<file path="config.mk">
export PLATFORM = sky130hd
export DESIGN_NAME = mul_div_unit
export DESIGN_NICKNAME = d
export VERILOG_FILES = /design/src/rtl/rv32m_pkg.sv /design/src/rtl/div_step.sv /design/src/rtl/mul_div_unit.sv
export SDC_FILE = /design/constraint.sdc
export NUM_CORES = 2
export LEC_CHECK = 0
export CAP_MARGIN = 0
export CORE_MARGIN = 5
export CORE_UTILIZATION = 45
export DETAILED_ROUTE_END_ITERATION = 16
export GPL_ROUTABILITY_DRIVEN = 0
export SLEW_MARGIN = 20
export SYNTH_ARGS = -nofsm -noshare
export SYNTH_HDL_FRONTEND = slang
export SYNTH_SLANG_ARGS = --single-unit
</file>
<file path="constraint.sdc">
create_clock -name clk -period 23.2 [get_ports clk]
set_input_delay 4.64 -clock clk [delete_from_list [all_inputs] [get_ports clk]]
set_output_delay 4.64 -clock clk [all_outputs]
set_load 0.03 [all_outputs]
</file>
<file path="src/rtl/rv32m_pkg.sv">
// Shared RV32M definitions: operand width, funct3 opcodes and the unit's FSM state encoding.
package rv32m_pkg;

    localparam int unsigned XLEN = 32;

    // funct3 encodings of the RV32M instructions
    localparam logic [2:0] MD_MUL    = 3'd0;
    localparam logic [2:0] MD_MULH   = 3'd1;
    localparam logic [2:0] MD_MULHSU = 3'd2;
    localparam logic [2:0] MD_MULHU  = 3'd3;
    localparam logic [2:0] MD_DIV    = 3'd4;
    localparam logic [2:0] MD_DIVU   = 3'd5;
    localparam logic [2:0] MD_REM    = 3'd6;
    localparam logic [2:0] MD_REMU   = 3'd7;

    // most negative signed value, the dividend of the signed overflow case
    localparam logic [XLEN-1:0] INT_MIN = {1'b1, {(XLEN-1){1'b0}}};

    typedef enum logic [1:0] {
        IDLE = 2'd0,
        MUL  = 2'd1,
        DIV  = 2'd2,
        DONE = 2'd3
    } md_state_e;

endpackage

</file>
<file path="src/rtl/div_step.sv">
// One restoring-division step: shift the next dividend bit into the partial
// remainder and subtract the divisor when it fits.
//   rem/quo/divisor   : current partial remainder, dividend/quotient shift register, divisor
//   rem_next_c/quo_next_c : combinational results after this step
module div_step
    import rv32m_pkg::*;
(
    input  logic [XLEN:0]   rem,
    input  logic [XLEN-1:0] quo,
    input  logic [XLEN-1:0] divisor,
    output logic [XLEN:0]   rem_next_c,
    output logic [XLEN-1:0] quo_next_c
);

    logic [XLEN:0] shifted;
    logic [XLEN:0] diff;
    logic          fits;

    always_comb begin
        shifted    = {rem[XLEN-1:0], quo[XLEN-1]};
        diff       = shifted - {1'b0, divisor};
        // a set top remainder bit means the true shifted value exceeds any divisor
        fits       = rem[XLEN] || (shifted >= {1'b0, divisor});
        rem_next_c = fits ? diff : shifted;
        quo_next_c = {quo[XLEN-2:0], fits};
    end

endmodule

</file>
<file path="src/rtl/mul_div_unit.sv">
// Multi-cycle RV32M execute unit (MUL/MULH/MULHSU/MULHU/DIV/DIVU/REM/REMU).
//   clk, SYS_reset_n            : clock, async active-low reset
//   MD_start/funct3/rd/rs*_data : request, sampled only in IDLE
//   MD_kill                     : flush of the in-flight op
//   MD_busy, MD_done            : status, done is a one-cycle pulse
//   REG_write_*                 : register-file write port (x0 never written)
module mul_div_unit
    import rv32m_pkg::*;
#(
    parameter int unsigned DIV_STEPS = 1
) (
    input  logic            clk,
    input  logic            SYS_reset_n,
    input  logic            MD_start,
    input  logic [2:0]      MD_funct3,
    input  logic [4:0]      MD_rd,
    input  logic [XLEN-1:0] MD_rs1_data,
    input  logic [XLEN-1:0] MD_rs2_data,
    input  logic            MD_kill,
    output logic            MD_busy,
    output logic            MD_done,
    output logic [4:0]      REG_write_address,
    output logic            REG_write_enable,
    output logic [XLEN-1:0] REG_write_value
);

    localparam int unsigned DIV_ITERS = XLEN / DIV_STEPS;
    localparam int unsigned CNT_W     = $clog2(DIV_ITERS);
    localparam int unsigned PROD_W    = 2 * XLEN + 2;

    md_state_e       state_q, state_d;

    logic [2:0]      funct3_q;
    logic [4:0]      rd_q;
    logic [XLEN-1:0] op_a_q, op_b_q;
    logic [XLEN:0]   rem_q;
    logic [XLEN-1:0] quo_q, dvsr_q;
    logic            neg_quo_q, neg_rem_q;
    logic [CNT_W-1:0] cnt_q;
    logic [XLEN-1:0] result_q;
    logic            busy_q, done_q, we_q;

    // accept decode and special-case detection on the request ports
    logic            accept_c;
    logic            sdiv_c, a_neg_c, b_neg_c;
    logic            div_zero_c, div_ovf_c, special_c;
    logic [XLEN-1:0] special_val_c;
    logic [4:0]      rd_d_c;

    always_comb begin
        accept_c   = (state_q == IDLE) && MD_start && !MD_kill;
        sdiv_c     = !MD_funct3[0];
        a_neg_c    = sdiv_c && MD_rs1_data[XLEN-1];
        b_neg_c    = sdiv_c && MD_rs2_data[XLEN-1];
        div_zero_c = (MD_rs2_data == '0);
        div_ovf_c  = sdiv_c && (MD_rs1_data == INT_MIN) && (MD_rs2_data == '1);
        special_c  = MD_funct3[2] && (div_zero_c || div_ovf_c);
        if (div_zero_c) begin
            special_val_c = MD_funct3[1] ? MD_rs1_data : '1;
        end else begin
            special_val_c = MD_funct3[1] ? '0 : INT_MIN;
        end
        rd_d_c = accept_c ? MD_rd : rd_q;
    end

    // 33x33 product; operand sign extension selected by the high-half variant
    logic              a_signed_c, b_signed_c;
    logic [XLEN:0]     mul_a_c, mul_b_c;
    logic [PROD_W-1:0] prod_c;
    logic [XLEN-1:0]   mul_res_c;
    logic              unused_prod_hi;

    always_comb begin
        a_signed_c = (funct3_q != MD_MULHU);
        b_signed_c = (funct3_q == MD_MUL) || (funct3_q == MD_MULH);
        mul_a_c    = {a_signed_c && op_a_q[XLEN-1], op_a_q};
        mul_b_c    = {b_signed_c && op_b_q[XLEN-1], op_b_q};
        prod_c     = {{(XLEN+1){mul_a_c[XLEN]}}, mul_a_c} * {{(XLEN+1){mul_b_c[XLEN]}}, mul_b_c};
        mul_res_c  = (funct3_q == MD_MUL) ? prod_c[XLEN-1:0] : prod_c[2*XLEN-1:XLEN];
    end

    assign unused_prod_hi = ^prod_c[PROD_W-1:2*XLEN];

    // DIV_STEPS restoring steps per cycle
    logic [XLEN:0]   rem_chain [DIV_STEPS+1];
    logic [XLEN-1:0] quo_chain [DIV_STEPS+1];

    assign rem_chain[0] = rem_q;
    assign quo_chain[0] = quo_q;

    for (genvar i = 0; i < DIV_STEPS; i++) begin : g_div_chain
        div_step u_div_step (
            .rem        (rem_chain[i]),
            .quo        (quo_chain[i]),
            .divisor    (dvsr_q),
            .rem_next_c (rem_chain[i+1]),
            .quo_next_c (quo_chain[i+1])
        );
    end

    // sign fix of the final quotient/remainder from the magnitudes
    logic [XLEN-1:0] quo_fin_c, rem_fin_c, div_res_c;

    always_comb begin
        quo_fin_c = quo_chain[DIV_STEPS];
        rem_fin_c = rem_chain[DIV_STEPS][XLEN-1:0];
        if (funct3_q[1]) begin
            div_res_c = neg_rem_q ? (XLEN'(0) - rem_fin_c) : rem_fin_c;
        end else begin
            div_res_c = neg_quo_q ? (XLEN'(0) - quo_fin_c) : quo_fin_c;
        end
    end

    // FSM state register
    always_ff @(posedge clk or negedge SYS_reset_n) begin
        if (!SYS_reset_n) begin
            state_q <= IDLE;
        end else begin
            state_q <= state_d;
        end
    end

    // FSM next state; kill overrides everything outside IDLE
    always_comb begin
        state_d = state_q;
        case (state_q)
            IDLE: begin
                if (accept_c) begin
                    if (!MD_funct3[2]) begin
                        state_d = MUL;
                    end else if (special_c) begin
                        state_d = DONE;
                    end else begin
                        state_d = DIV;
                    end
                end
            end
            MUL:  state_d = DONE;
            DIV:  if (cnt_q == '0) state_d = DONE;
            DONE: state_d = IDLE;
            default: state_d = IDLE;
        endcase
        if (MD_kill && (state_q != IDLE)) begin
            state_d = IDLE;
        end
    end

    // operand latching, divide iteration and write-back registers
    always_ff @(posedge clk or negedge SYS_reset_n) begin
        if (!SYS_reset_n) begin
            funct3_q  <= '0;
            rd_q      <= '0;
            op_a_q    <= '0;
            op_b_q    <= '0;
            rem_q     <= '0;
            quo_q     <= '0;
            dvsr_q    <= '0;
            neg_quo_q <= 1'b0;
            neg_rem_q <= 1'b0;
            cnt_q     <= '0;
            result_q  <= '0;
            busy_q    <= 1'b0;
            done_q    <= 1'b0;
            we_q      <= 1'b0;
        end else begin
            if (accept_c) begin
                funct3_q  <= MD_funct3;
                rd_q      <= MD_rd;
                op_a_q    <= MD_rs1_data;
                op_b_q    <= MD_rs2_data;
                rem_q     <= '0;
                quo_q     <= a_neg_c ? (XLEN'(0) - MD_rs1_data) : MD_rs1_data;
                dvsr_q    <= b_neg_c ? (XLEN'(0) - MD_rs2_data) : MD_rs2_data;
                neg_quo_q <= a_neg_c ^ b_neg_c;
                neg_rem_q <= a_neg_c;
                cnt_q     <= CNT_W'(DIV_ITERS - 1);
            end else if (state_q == DIV) begin
                rem_q <= rem_chain[DIV_STEPS];
                quo_q <= quo_chain[DIV_STEPS];
                cnt_q <= cnt_q - CNT_W'(1);
            end

            // result is captured on entry to DONE and held afterwards
            if (state_d == DONE) begin
                if (state_q == MUL) begin
                    result_q <= mul_res_c;
                end else if (state_q == DIV) begin
                    result_q <= div_res_c;
                end else begin
                    result_q <= special_val_c;
                end
            end

            busy_q <= (state_d != IDLE);
            done_q <= (state_d == DONE);
            we_q   <= (state_d == DONE) && (rd_d_c != 5'd0);
        end
    end

    // kill in DONE must suppress the pulse in the same cycle
    assign MD_busy           = busy_q;
    assign MD_done           = done_q && !MD_kill;
    assign REG_write_enable  = we_q && !MD_kill;
    assign REG_write_address = rd_q;
    assign REG_write_value   = result_q;

endmodule

</file>
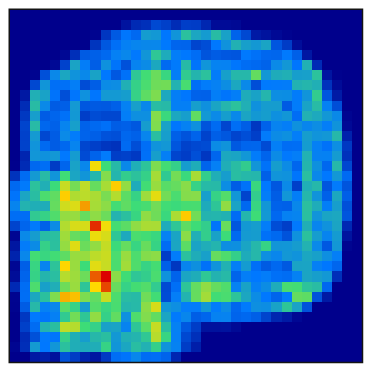
Fig. 1. Wiring heat map.
Drawn at 1 px/um. 35 x 35 tiles, from dark blue (low) to red (high), scaled to the fullest tile. Values are wire area over tile area, all layers added.
15% of the tiles are over half the peak. The mean over all tiles is 0.20. 20% of the tiles are nearly empty.
Routed WL per cell: 20.5 um
overall routing resource usage: 0.256
vias: 40900

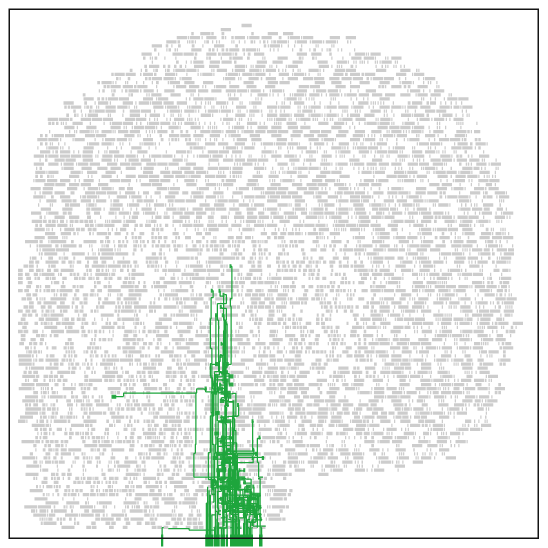
Fig. 2. I/O nets highlighted.
Drawn at 1.5 px/um.
Green shows `MD_rs2_data`, bits 32, direction input, end cells 108, buffers 32, wire 3780 um.
number of port buffers: 115
I/O pins: 116

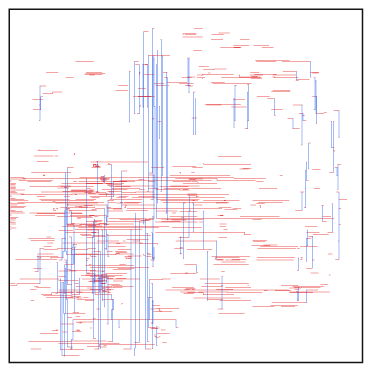
Fig. 3. Metal layers overlaid.
Drawn at 1 px/um. Only two layers are drawn.
Blue shows metal 4, wire length 6150 um. Red shows metal 3, wire length 10100 um.

-- state kept, by name (all words and copies together) (netlist names), 2 cells and up --
name,flops
quo_q,32
rem_q,33
cnt_q,5
REG_write_address,5
op_b_q,32
op_a_q,32
dvsr_q,31
state_q,2
REG_write_value,32
funct3_q,3
-- cell type report --
type / instances / area [um2] / area share
Sequential cell: 212 / 5310 / 0.0949
Tap cell: 1524 / 1910 / 0.0341
Clock inverter: 11 / 158 / 0.00282
Multi-Input combinational cell: 4267 / 41200 / 0.737
Inverter: 1267 / 4760 / 0.0851
Clock buffer: 35 / 766 / 0.0137
Timing Repair Buffer: 199 / 1790 / 0.0320
-- cells in the final DEF, fill, tap and decap left out, types with 114 or more instances in the layout --
| cell type | Yosys | routed |
|---|---|---|
| a21oi_1 | 147 | 147 |
| xnor2_1 | 147 | 147 |
| and2_1 | 283 | 283 |
| clkdlybuf4s50_1 | 0 | 114 |
| nand2_1 | 1181 | 1180 |
| inv_1 | 1267 | 1267 |
| o21ai_0 | 214 | 214 |
| nor2_1 | 199 | 198 |
| ha_1 | 253 | 252 |
| fa_1 | 1126 | 1125 |
| dfrtp_1 | 212 | 211 |
-- through the flow --
step                      instance area [um2]  worst slack (ns)  cells  utilization
after global placement                  55000             12.58   7469        0.474
after CTS                               55900             12.60   7515        0.482
after detailed placement                55000             12.60   7469        0.474
after floorplan                         52500             13.49   6086            -
final                                   55900             12.61   7515        0.482
after global routing                    55900             12.55   7515        0.482
-- synthesized netlist by cell type (7+ instances only) --
library cell and count:
dfrtp_1 212, or3_1 12, nor2b_1 19, a221oi_1 7, and2_1 283, a21oi_1 147
nor4_1 23, a211o_1 7, o221ai_1 18, o21ai_0 214, inv_1 1267, nor3_1 50
fa_1 1126, and3_1 20, clkbuf_1 325, xor2_1 67, nand3_1 35, buf_1 8
xnor2_1 147, nor2_1 199, o31ai_1 31, a21o_1 38, a211oi_1 37, nor3b_1 7
ha_1 253, o21a_1 19, a221o_1 8, nand4_1 33, mux2i_1 61, nand2_1 1181
a31oi_1 23, or2_2 15, o211ai_1 12, or4_1 12, o21bai_1 17, nand2b_1 31
o41ai_1 15
-- worst max path at each step --
stage | startpoint | endpoint | slack, ns | cells past startpoint
floorplan | MD_kill | MD_done | 13.49 | 1
global placement | MD_kill | MD_done | 12.58 | 3
detailed placement | MD_kill | REG_write_enable | 12.60 | 3
CTS | MD_kill | REG_write_enable | 12.60 | 3
global route | MD_kill | MD_done | 12.55 | 3
finish | MD_kill | REG_write_enable | 12.61 | 3
-- critical path, cell delays in order --
cell and delay (ns):
clkdlybuf4s50_1 0.49, nor2b_1 0.14, clkdlybuf4s50_1 0.68
-- cells by family (layout without fill, tap and decap cells) --
family	Yosys count	count (layout)	synth area share
AOI/OAI and AO/OA	666	666	0.0809
xor gates and xnor gates	214	214	0.0357
adders and majority gates	1379	1379	0.489
buffers and inverters	1607	1512	0.115
DFF	212	212	0.101
muxes	63	63	0.0121
and+or+nand+nor	1945	1945	0.166
==> impl_metrics.json <==
{
  "worstPathMaxFanout": 5,
  "synth_sequential_area_ratio": 0.101,
  "critPathArrivalTime_ns": 5.95,
  "edf_count": 0,
  "initial_core_util": 0.453,
  "grt_max_degree": 98,
  "netlist_top_cells_area": "fa_1 (43%), dfrtp_1 (10%), inv_1 (9.1%)",
  "fin_crit_ns": 10.59,
  "synth_async_sr_flop_share": 1.00,
  "root_buffer": "clkbuf_16",
  "grt_pass1_vias": 43200,
  "grt_pass1_wl_um": 247000,
  "finalSetupViolations": 0,
  "detailroute.wirelength.met2_um": 72600,
  "synth_area_leader_cell": "fa_1",
  "rows": 125,
  "global_route.overflow_total": 0,
  "synth_flops": 212,
  "yosys_most_used_dff": "dfrtp_1",
  "ratio_of_cells_with_drive_above_1_in_the_final_layout": 0.0289,
  "cts.repair_timing.setup_buffer_count": 0,
  "timing.rr.start": "op_a_q[31]$_DFFE_PN0P_",
  "grt_use_met3": 0.0283,
  "worst_r2r_path_depth": 33,
  "global_route.peak_usage_layer": "met2",
  "residual_drc_count": 0,
  "worst-r2r-setup-slack_ns": 13.74,
  "final_tally_of_max_slew_violations": 0,
  "iteration_0_drc_count_of_the_detailed_router": 3290,
  "topRoutingLayerUsed": "met4",
  "max_cap_viol_count": 0,
  "run_status": "finished, final reports clean"
}
